**Run 1: gate families picked out**

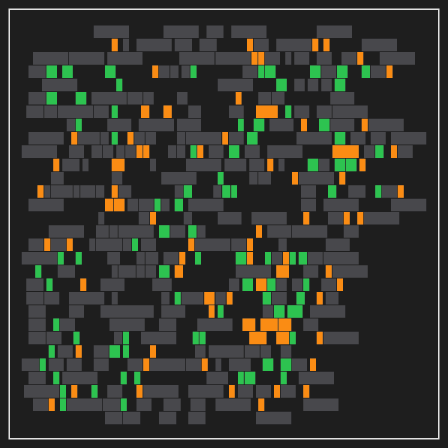
**Run 1: cells colored by class**

Scale bar: 20 microns.
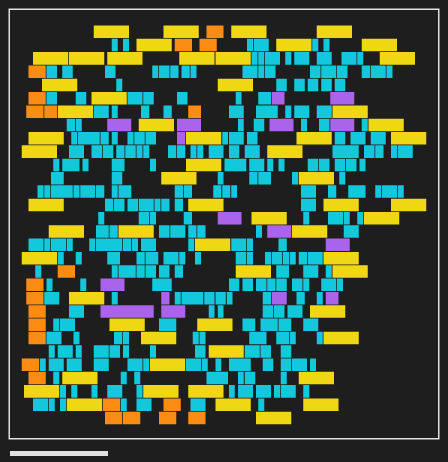
**Run 1: routed metal, one color a layer**

Scale bar: 20 microns. Only two layers are drawn.
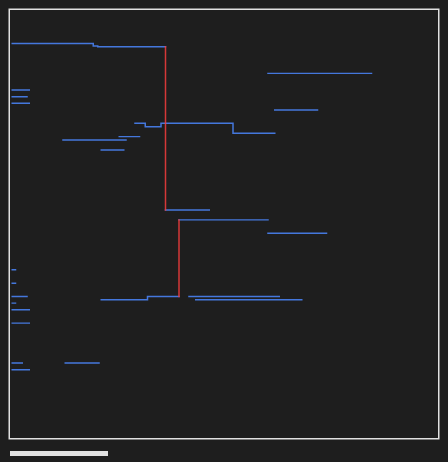
===== src/rtl/ps2_host_tx_if.sv =====
// ps2_host_tx_if
//   Command handshake and status bundle between a system-side client and the
//   PS/2 host transmitter.
//   master : drives tx_valid/tx_data, observes ready/busy/done/err.
//   slave  : the transmitter itself.
//   Signals:
//     tx_valid   request to send tx_data
//     tx_data    command byte
//     tx_ready   idle, request will be accepted (== !busy)
//     busy       transaction in progress
//     rx_inhibit gate for the companion receiver (== busy)
//     done       one-cycle completion pulse
//     err        status qualified by done: 00 ok, 01 no ack, 10 timeout
interface ps2_host_tx_if;
    logic       tx_valid;
    logic [7:0] tx_data;
    logic       tx_ready;
    logic       busy;
    logic       rx_inhibit;
    logic       done;
    logic [1:0] err;

    modport master (
        output tx_valid, tx_data,
        input  tx_ready, busy, rx_inhibit, done, err
    );

    modport slave (
        input  tx_valid, tx_data,
        output tx_ready, busy, rx_inhibit, done, err
    );
endinterface


===== src/rtl/ps2_host_tx.sv =====
// ps2_host_tx
//   Host-to-device PS/2 transmitter. Requests the bus (clock inhibit, then
//   clock+data low), shifts out 8 data bits LSB first, odd parity and the
//   stop bit on device clock falling edges, then samples the device ack and
//   waits for the bus to go idle. Reports completion/status on done/err.
//
//   Ports:
//     i_clk          system clock, rising edge
//     i_reset        synchronous, active-low reset
//     tx             ps2_host_tx_if.slave (handshake + status)
//     i_ps2_clk_in   raw PS/2 clock pin (asynchronous)
//     i_ps2_data_in  raw PS/2 data pin (asynchronous)
//     o_ps2_clk_oe   1 pulls the PS/2 clock low
//     o_ps2_data_oe  1 pulls the PS/2 data low
//
//   Build option:
//     PS2_TX_FILTER_EN  when defined, the synchronized clock passes through a
//                       4-sample glitch filter before edge detection.
module ps2_host_tx #(
    parameter int INHIBIT_CYCLES = 5000,
    parameter int REQ_CYCLES     = 250,
    parameter int TIMEOUT_CYCLES = 750000
) (
    input  logic          i_clk,
    input  logic          i_reset,
    ps2_host_tx_if.slave  tx,
    input  logic          i_ps2_clk_in,
    input  logic          i_ps2_data_in,
    output logic          o_ps2_clk_oe,
    output logic          o_ps2_data_oe
);

    localparam logic [2:0] S_IDLE      = 3'd0;
    localparam logic [2:0] S_INHIBIT   = 3'd1;
    localparam logic [2:0] S_REQ       = 3'd2;
    localparam logic [2:0] S_SEND      = 3'd3;
    localparam logic [2:0] S_ACK       = 3'd4;
    localparam logic [2:0] S_WAIT_IDLE = 3'd5;

    localparam int PH_MAX = (INHIBIT_CYCLES > REQ_CYCLES) ? INHIBIT_CYCLES : REQ_CYCLES;
    localparam int PW     = $clog2(PH_MAX + 1);

    logic [2:0]    r_state;
    logic [PW-1:0] r_ph_cnt;
    logic [3:0]    r_bit_cnt;
    logic [19:0]   r_to_cnt;
    logic [8:0]    r_shift;     // {parity, data}, shifted out LSB first
    logic          r_data_oe;
    logic          r_ack_ok;
    logic          r_done;
    logic [1:0]    r_err;

    logic r_clk_s1, r_clk_s2, r_dat_s1, r_dat_s2;
    logic r_clk_prev, r_fe;
    logic w_clk_lvl;
    logic w_busy;

    // Synchronizers reset to the idle (released, high) bus level so that
    // leaving reset never fabricates a falling edge.
    always_ff @(posedge i_clk) begin
        if (!i_reset) begin
            r_clk_s1 <= 1'b1;
            r_clk_s2 <= 1'b1;
            r_dat_s1 <= 1'b1;
            r_dat_s2 <= 1'b1;
        end else begin
            r_clk_s1 <= i_ps2_clk_in;
            r_clk_s2 <= r_clk_s1;
            r_dat_s1 <= i_ps2_data_in;
            r_dat_s2 <= r_dat_s1;
        end
    end

`ifdef PS2_TX_FILTER_EN
    logic [2:0] r_clk_hist;
    logic       r_clk_filt;

    // Filtered level moves only when the current and the three previous
    // samples agree; pulses of 3 cycles or fewer never reach it.
    always_ff @(posedge i_clk) begin
        if (!i_reset) begin
            r_clk_hist <= 3'b111;
            r_clk_filt <= 1'b1;
        end else begin
            r_clk_hist <= {r_clk_hist[1:0], r_clk_s2};
            if (&{r_clk_hist, r_clk_s2})
                r_clk_filt <= 1'b1;
            else if (~|{r_clk_hist, r_clk_s2})
                r_clk_filt <= 1'b0;
        end
    end

    assign w_clk_lvl = r_clk_filt;
`else
    assign w_clk_lvl = r_clk_s2;
`endif

    // Registered falling-edge strobe; the FSM acts on it one cycle later.
    always_ff @(posedge i_clk) begin
        if (!i_reset) begin
            r_clk_prev <= 1'b1;
            r_fe       <= 1'b0;
        end else begin
            r_clk_prev <= w_clk_lvl;
            r_fe       <= r_clk_prev & ~w_clk_lvl;
        end
    end

    always_ff @(posedge i_clk) begin
        if (!i_reset) begin
            r_state   <= S_IDLE;
            r_ph_cnt  <= '0;
            r_bit_cnt <= '0;
            r_to_cnt  <= '0;
            r_shift   <= '0;
            r_data_oe <= 1'b0;
            r_ack_ok  <= 1'b0;
            r_done    <= 1'b0;
            r_err     <= 2'b00;
        end else begin
            r_done <= 1'b0;
            case (r_state)
                S_IDLE: begin
                    if (tx.tx_valid) begin
                        r_shift  <= {~^tx.tx_data, tx.tx_data};
                        r_ph_cnt <= '0;
                        r_state  <= S_INHIBIT;
                    end
                end
                S_INHIBIT: begin
                    if (r_ph_cnt == PW'(INHIBIT_CYCLES - 1)) begin
                        r_ph_cnt  <= '0;
                        r_data_oe <= 1'b1;     // start bit
                        r_state   <= S_REQ;
                    end else begin
                        r_ph_cnt <= r_ph_cnt + 1'b1;
                    end
                end
                S_REQ: begin
                    if (r_ph_cnt == PW'(REQ_CYCLES - 1)) begin
                        r_ph_cnt  <= '0;
                        r_bit_cnt <= '0;
                        r_to_cnt  <= '0;
                        r_state   <= S_SEND;
                    end else begin
                        r_ph_cnt <= r_ph_cnt + 1'b1;
                    end
                end
                default: begin
                    // SEND / ACK / WAIT_IDLE share the timeout, which wins
                    // over any edge seen in the same cycle.
                    if (r_to_cnt == 20'(TIMEOUT_CYCLES - 1)) begin
                        r_state   <= S_IDLE;
                        r_data_oe <= 1'b0;
                        r_done    <= 1'b1;
                        r_err     <= 2'b10;
                        r_bit_cnt <= '0;
                        r_to_cnt  <= '0;
                    end else begin
                        r_to_cnt <= r_to_cnt + 1'b1;
                        case (r_state)
                            S_SEND: begin
                                if (r_fe) begin
                                    r_bit_cnt <= r_bit_cnt + 1'b1;
                                    if (r_bit_cnt == 4'd9) begin
                                        r_data_oe <= 1'b0;   // stop bit
                                        r_state   <= S_ACK;
                                    end else begin
                                        r_data_oe <= ~r_shift[0];
                                        r_shift   <= {1'b0, r_shift[8:1]};
                                    end
                                end
                            end
                            S_ACK: begin
                                if (r_fe) begin
                                    r_bit_cnt <= r_bit_cnt + 1'b1;
                                    r_ack_ok  <= ~r_dat_s2;
                                    r_state   <= S_WAIT_IDLE;
                                end
                            end
                            S_WAIT_IDLE: begin
                                if (r_clk_s2 && r_dat_s2) begin
                                    r_state   <= S_IDLE;
                                    r_done    <= 1'b1;
                                    r_err     <= r_ack_ok ? 2'b00 : 2'b01;
                                    r_bit_cnt <= '0;
                                    r_to_cnt  <= '0;
                                end
                            end
                            default: begin
                                r_state   <= S_IDLE;
                                r_data_oe <= 1'b0;
                            end
                        endcase
                    end
                end
            endcase
        end
    end

    assign w_busy        = (r_state != S_IDLE);
    assign tx.busy       = w_busy;
    assign tx.tx_ready   = ~w_busy;
    assign tx.rx_inhibit = w_busy;
    assign tx.done       = r_done;
    assign tx.err        = r_err;
    assign o_ps2_clk_oe  = (r_state == S_INHIBIT) || (r_state == S_REQ);
    assign o_ps2_data_oe = r_data_oe;

endmodule


===== src/flat_wrapper.sv =====
// flat-port wrapper written by rule: the top's interface ports become plain ports
module ps2_host_tx_flat 
#(
    parameter int INHIBIT_CYCLES = 5000,
    parameter int REQ_CYCLES     = 250,
    parameter int TIMEOUT_CYCLES = 750000
)
  (i_clk, i_reset, i_ps2_clk_in, i_ps2_data_in, o_ps2_clk_oe, o_ps2_data_oe, tx_tx_valid, tx_tx_data, tx_tx_ready, tx_busy, tx_rx_inhibit, tx_done, tx_err);
  ps2_host_tx_if tx_i ();
  input  logic i_clk;
  input  logic i_reset;
  input  logic i_ps2_clk_in;
  input  logic i_ps2_data_in;
  output logic o_ps2_clk_oe;
  output logic o_ps2_data_oe;
  input wire logic [$bits(tx_i.tx_valid)-1:0] tx_tx_valid;
  input wire logic [$bits(tx_i.tx_data)-1:0] tx_tx_data;
  output wire logic [$bits(tx_i.tx_ready)-1:0] tx_tx_ready;
  output wire logic [$bits(tx_i.busy)-1:0] tx_busy;
  output wire logic [$bits(tx_i.rx_inhibit)-1:0] tx_rx_inhibit;
  output wire logic [$bits(tx_i.done)-1:0] tx_done;
  output wire logic [$bits(tx_i.err)-1:0] tx_err;
  assign tx_i.tx_valid = tx_tx_valid;
  assign tx_i.tx_data = tx_tx_data;
  assign tx_tx_ready = tx_i.tx_ready;
  assign tx_busy = tx_i.busy;
  assign tx_rx_inhibit = tx_i.rx_inhibit;
  assign tx_done = tx_i.done;
  assign tx_err = tx_i.err;
  ps2_host_tx #(.INHIBIT_CYCLES(INHIBIT_CYCLES), .REQ_CYCLES(REQ_CYCLES), .TIMEOUT_CYCLES(TIMEOUT_CYCLES)) u_core (.i_clk(i_clk), .i_reset(i_reset), .tx(tx_i), .i_ps2_clk_in(i_ps2_clk_in), .i_ps2_data_in(i_ps2_data_in), .o_ps2_clk_oe(o_ps2_clk_oe), .o_ps2_data_oe(o_ps2_data_oe));
endmodule

===== config.mk =====
export PLATFORM = sky130hd
export DESIGN_NAME = ps2_host_tx_flat
export DESIGN_NICKNAME = d
export VERILOG_FILES = /design/src/rtl/ps2_host_tx_if.sv /design/src/rtl/ps2_host_tx.sv /design/src/flat_wrapper.sv
export SDC_FILE = /design/constraint.sdc
export NUM_CORES = 1
export LEC_CHECK = 0
export CORE_MARGIN = 2
export CORE_UTILIZATION = 44
export CTS_CLUSTER_SIZE = 8
export DETAILED_ROUTE_END_ITERATION = 12
export SETUP_SLACK_MARGIN = 0.1
export SLEW_MARGIN = 20
export SYNTH_ARGS = -nofsm -noshare
export SYNTH_HDL_FRONTEND = slang
export SYNTH_SLANG_ARGS = --single-unit

===== constraint.sdc =====
create_clock -name i_clk -period 4.45 [get_ports i_clk]
set_clock_uncertainty 0.1 [all_clocks]
set_input_delay 0.89 -clock i_clk [delete_from_list [all_inputs] [get_ports i_clk]]
set_output_delay 0.89 -clock i_clk [all_outputs]
set_load 0.03 [all_outputs]

==> results_dict.tcl, run 1 <==
# metrics dict for downstream scripts
set metrics [dict create \
    worstReg2RegStart "u_core.r_state[0]$_SDFFE_PN0P_" \
    p_seq_uw 644 \
    crit_end "tx_tx_ready" \
    io_buffers 20 \
    finalHoldViolCount 0 \
    grt_most_used_layer "met2" \
    regToRegSetupSlack_ns 1.72 \
    finalPower_mw 1.67 \
    met1_usage 0.216 \
    power_switching_uw 610 \
    ios 21 \
    die_y_microns 87.4 \
    cts_max_path_buffers 2 \
    diodes 0 \
    clock-sinks 60 \
    hold_path_class "reg -> reg" \
    lay_top_count "dfxtp_1" \
    ff_type "dfxtp_1" \
    r2r_cells 5 \
    ys_sh_adder 0.0204 \
    r2r_end "u_core.r_shift[5]$_SDFFE_PN0P_" \
    cp_num_cells 3 \
    cp_data_arrival_time_ns 2.52 \
    ctsHoldBuffers 0 \
    worst_setup_path_start_kind "flip-flop" \
    area_growth_pct 13.0 \
    enable_flop_cells 0 \
    clock_power_share 0.296 \
    cts-root-buf "clkbuf_8" \
    wl_met2_microns 2930 \
    grt_pass1_wl_microns 10600 \
    rows 30 \
    dp_cells 452 \
    fmax_ghz 0.285 \
    simple_gate_area_frac 0.300 \
    whs_ns 0.310 \
    n_all_buffers 22 \
    cts_tree "yes" \
    critical_path_required_ns 3.46 \
    clk_latency_ns 0.33 \
    synth_area_per_cell_sq_um 8.32 \
    final-setup-viol-count 0 \
    htreeDepth 3 \
    ys_chip_area_sq_um 3060 \
    topCombFamilyByArea "simple AND/OR/NAND/NOR gates" \
    core_sq_um 6760 \
    path_clk_slew_ns 0.07 \
    crit_slowest_cell "clkdlybuf4s50_1" \
    warning_count 28 \
    place_area_sq_um 3260 \
    async_flop_share 0 \
    lay_top_cells "dfxtp_1 (60), nor2_1 (58), nand2_1 (42), xor2_1 (22), clkdlybuf4s50_1 (20)" \
    grtUsageMet3 0.0569 \
    cts_resized 0 \
    taps 80 \
    fill_cells 685 \
    regMostFlops "u_core.r_to_cnt" \
    cp_top_family "buffers and inverters" \
    dp_hpwl_microns 4200 \
    status "finished, final reports clean" \
]
-- 'gate families picked out' (at the start) --
family	color	cells	most used	where
nor cells	orange	74	nor2_1	widely spread
nand cells	green	81	nand2_1	widely spread

-- 'cells colored by class' (at the start) --
class	color	cells
clock drivers and dummy loads	purple	16
sequential cells	yellow	60
remaining buffers and delay cells	orange	22
remaining logic cells	cyan	290

-- 'routed metal, one color a layer' (at the start) --
layer	color	wire length
M4	red	49.0 microns
M3	blue	245 microns
WL per Instance: 13.2 microns
vias post-DR: 2,547
DRT Wirelength: 6160 microns
All-Layer GR Usage: 0.175

**Run 1: routing congestion**

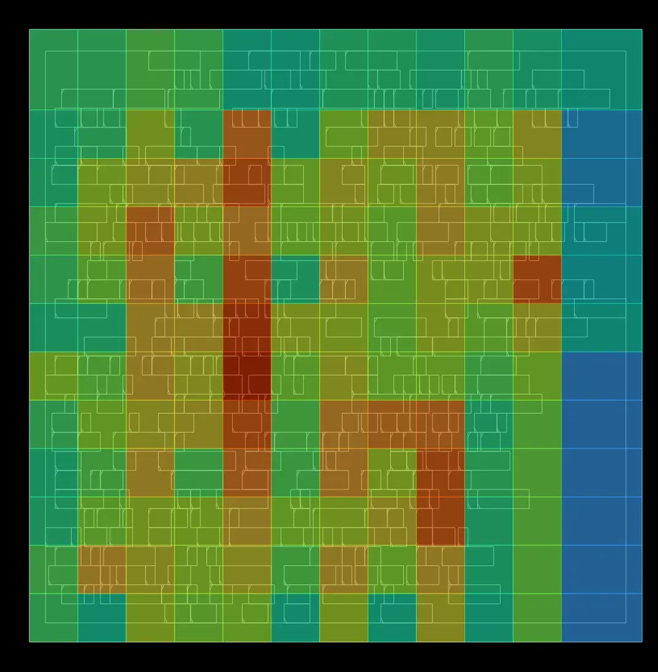

==> run 2, diff against run 1 <==
Clock period 4.45 ns to 3.3 ns, I/O delays scaled along.
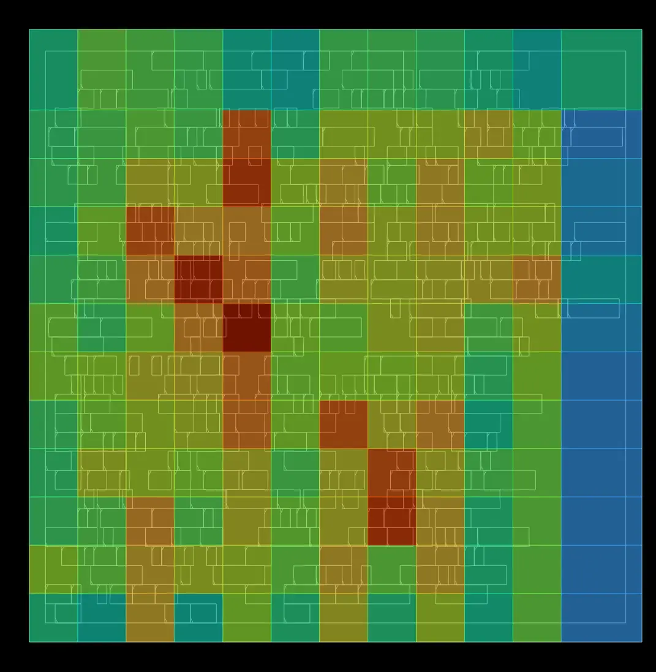
**Above:** run 2 (routing congestion).
WL per Instance: 13.1 microns
met2 GRT Util: 0.280
All-Layer GR Usage: 0.177
most used routing layer in global routing: met2
fin util: 0.518

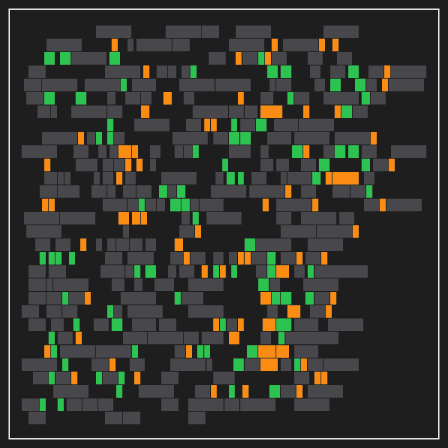
**Above:** run 2 (gate families picked out).
family	color	cells	most used
nand cells	green	81	nand2_1
nor cells	orange	74	nor2_1

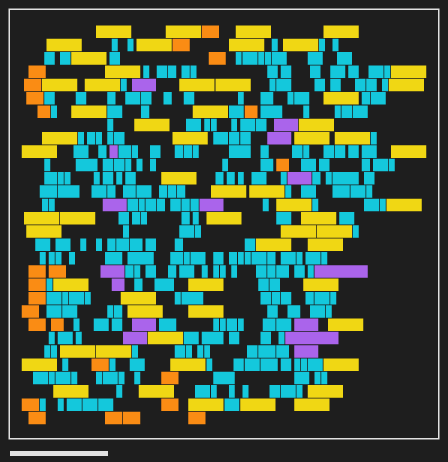
**Above:** run 2 (cells colored by class).
Scale bar: 20 microns.
class	color	cells
remaining buffers and delay cells	orange	24
sequential cells	yellow	60
remaining logic cells	cyan	290
clock drivers and dummy loads	purple	15
sequential cell area share: 0.343
FP Rows: 30
core area: 6760 sq um
design area: 3500 sq um

==> results_dict.tcl, run 2 <==
# metrics dict for downstream scripts
set metrics [dict create \
    wl_met2_microns 2880 \
    cts_tree "yes" \
    met1_usage 0.231 \
    worst_setup_path_start_kind "flip-flop" \
    lay_top_cells "dfxtp_1 (60), nor2_1 (58), nand2_1 (42), xor2_1 (22), clkdlybuf4s50_1 (20)" \
    p_seq_uw 870 \
    fill_cells 657 \
    status "finished, final reports clean" \
    fmax_ghz 0.329 \
    fp_util 0.453 \
    ys_chip_area_sq_um 3060 \
    lay_top_count "dfxtp_1" \
    clock-sinks 60 \
    ys_warn_count 0 \
    grt_pass1_vias 2345 \
    ys_sh_adder 0.0204 \
    min_period_over_period 0.921 \
    grt_max_degree 21 \
    ctsHoldBuffers 0 \
    totalWireLength_microns 6150 \
    p_leak_nw 1.29 \
    worstReg2RegStart "u_core.r_state[0]$_SDFFE_PN0P_" \
    area_growth_pct 14.3 \
    clock_power_share 0.317 \
    async_flop_share 0 \
    enable_flop_cells 0 \
    ff_type "dfxtp_1" \
    crit_slowest_cell "or3_2" \
    final-setup-viol-count 0 \
    finalPower_mw 2.35 \
    htreeDepth 3 \
    warning_count 28 \
    cp_num_cells 3 \
    whs_ns 0.309 \
    crit_end "tx_tx_ready" \
    dp_cells 454 \
    cts-root-buf "clkbuf_8" \
    dp_hpwl_microns 4210 \
    vias 2546 \
    gp_congestion 0.805 \
    topCombFamilyByArea "simple AND/OR/NAND/NOR gates" \
    cp_data_arrival_time_ns 2.28 \
    grtUsageMet3 0.0370 \
    numCtsBuffers 9 \
    io_buffers 20 \
    clk_latency_ns 0.34 \
    diodes 0 \
    hold_path_class "reg -> reg" \
    cts_resized 0 \
    simple_gate_area_frac 0.300 \
    tightest_slew_ns 0.660 \
    regToRegSetupSlack_ns 0.58 \
    cp_top_family "buffers and inverters" \
    critical_path_required_ns 2.54 \
    power_switching_uw 805 \
    cts_max_path_buffers 2 \
    regMostFlops "u_core.r_to_cnt" \
    r2r_cells 5 \
    finalHoldViolCount 0 \
    grt_pass1_wl_microns 10700 \
    r2r_end "u_core.r_shift[1]$_SDFFE_PN0P_" \
    ios 21 \
    die_y_microns 87.4 \
    timing.critical_path.buf_inv 2 \
    taps 80 \
    path_clk_slew_ns 0.07 \
    place_area_sq_um 3270 \
    n_all_buffers 24 \
    synth_area_per_cell_sq_um 8.32 \
    worstPathCellList "or3_2 > inv_1 > clkdlybuf4s50_1" \
]
**Run 2: routed metal, one color a layer**

Scale bar: 20 microns. Only two layers are drawn.
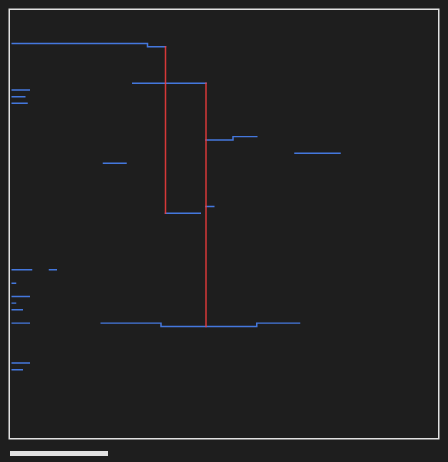

==> run 3, diff against run 2 <==
Settings changed: CORE_UTILIZATION 44 to 50, GPL_ROUTABILITY_DRIVEN from default to 0, PLACE_DENSITY from default to 0.69.
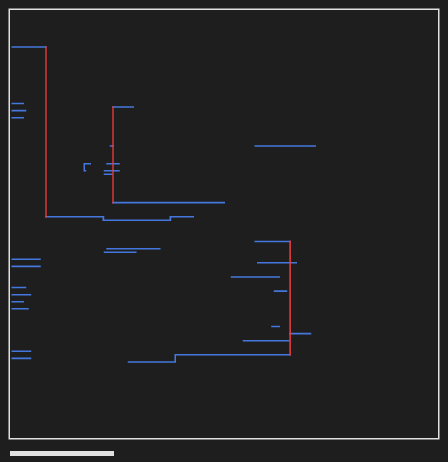
**Above:** run 3 (routed metal, one color a layer).
Scale bar: 20 microns. Only two layers are drawn.
layer	color	wire length
M3	blue	206 microns
M4	red	72.8 microns
vias post-DR: 2,561
All-Layer GR Usage: 0.197
WL per Instance: 13.1 microns
DRT Wirelength: 6100 microns

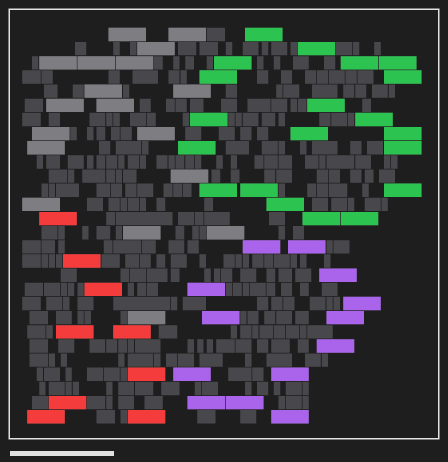
**Above:** run 3 (sequential cells grouped by signal name).
Scale bar: 20 microns.
signal	color	placed flops
u_core.r_ph_cnt	purple	13
u_core.r_to_cnt	green	20
u_core.r_shift	red	9

==> results_dict.tcl, run 3 <==
# metrics dict for downstream scripts
set metrics [dict create \
    tightest_slew_ns 0.676 \
    ff_type "dfxtp_1" \
    finalHoldViolCount 0 \
    regToRegSetupSlack_ns 0.67 \
    grtUsageMet3 0.0598 \
    worst_setup_path_start_kind "flip-flop" \
    n_all_buffers 24 \
    min_period_over_period 0.921 \
    final-setup-viol-count 0 \
    ys_sh_adder 0.0204 \
    fp_util 0.517 \
    ys_chip_area_sq_um 3060 \
    warning_count 28 \
    taps 75 \
    status "finished, final reports clean" \
    area_growth_pct 14.0 \
    worstReg2RegStart "u_core.r_state[0]$_SDFFE_PN0P_" \
    htreeDepth 3 \
    hold_path_class "reg -> reg" \
    whs_ns 0.308 \
    mappedNetlistArea_sq_um 3060 \
    topCombFamilyByArea "simple AND/OR/NAND/NOR gates" \
    enable_flop_cells 0 \
    lay_top_cells "dfxtp_1 (60), nor2_1 (58), nand2_1 (42), xor2_1 (22), clkdlybuf4s50_1 (20)" \
    cts-root-buf "clkbuf_8" \
    wl_met2_microns 2810 \
    simple_gate_area_frac 0.300 \
    timing.critical_path.buf_inv 2 \
    numCtsBuffers 9 \
    crit_slowest_cell "or3_2" \
    grt_pass1_wl_microns 10400 \
    synth.most_common_cell "dfxtp_1" \
    synth_area_per_cell_sq_um 8.32 \
    path_clk_slew_ns 0.07 \
    cp_top_family "buffers and inverters" \
    final-comb-area_sq_um 1700 \
    p_seq_uw 870 \
    dp_cells 449 \
    power_switching_uw 842 \
    r2r_end "u_core.r_shift[3]$_SDFFE_PN0P_" \
    grt_max_degree 21 \
    critical_path_required_ns 2.54 \
    ctsHoldBuffers 0 \
    fmax_ghz 0.329 \
    p_leak_nw 1.29 \
    dp_hpwl_microns 4080 \
    rsz0062_at_grt "no" \
    die_y_microns 82.2 \
    clk_latency_ns 0.34 \
    cts_tree "yes" \
    async_flop_share 0 \
    cp_data_arrival_time_ns 2.28 \
    synthTopCellsByCount "dfxtp_1 (60), nor2_1 (58), nand2_1 (42), xor2_1 (22), nand4_1 (19)" \
    combinationalPowerShare 0.310 \
    regMostFlops "u_core.r_to_cnt" \
    io_buffers 20 \
    ios 21 \
    diodes 0 \
    n_clock_buffer 9 \
    m1WireLength_microns 3010 \
    cts_max_path_buffers 2 \
    lay_top_count "dfxtp_1" \
    cts_resized 0 \
    crit_end "tx_tx_ready" \
    clock_power_share 0.320 \
    finalPower_mw 2.35 \
    r2r_cells 5 \
    setup_slack_ns 0.260 \
    min_from "u_core.r_clk_s1$_SDFF_PN1_" \
    worstPathCellList "or3_2 > inv_1 > clkdlybuf4s50_1" \
    place_area_sq_um 3270 \
    stdcell_count 465 \
    globalRouteMet2Util 0.310 \
    period_needed_ns 3.04 \
    grt_pass1_vias 2284 \
    clock-sinks 60 \
    grt_most_used_layer "met2" \
    cp_num_cells 3 \
    met1_usage 0.257 \
    fill_cells 537 \
    drive_above_1_share 0.0769 \
    ys_warn_count 0 \
    largest_reg_flops 20 \
]
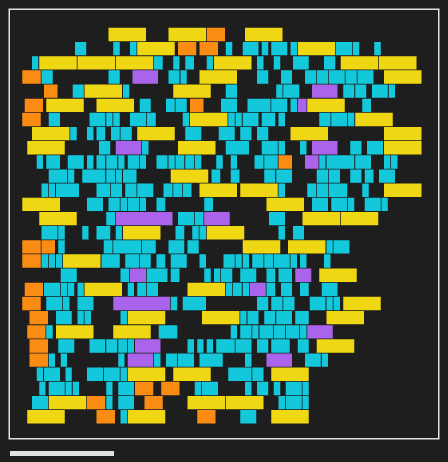
**Above:** run 3 (cells colored by class).
Scale bar: 20 microns.
class	color	cells
remaining logic cells	cyan	290
sequential cells	yellow	60
remaining buffers and delay cells	orange	24
clock drivers and dummy loads	purple	16
fin util: 0.589
design area: 3490 sq um
FP Rows: 28
sequential cell area share: 0.344
core area: 5920 sq um

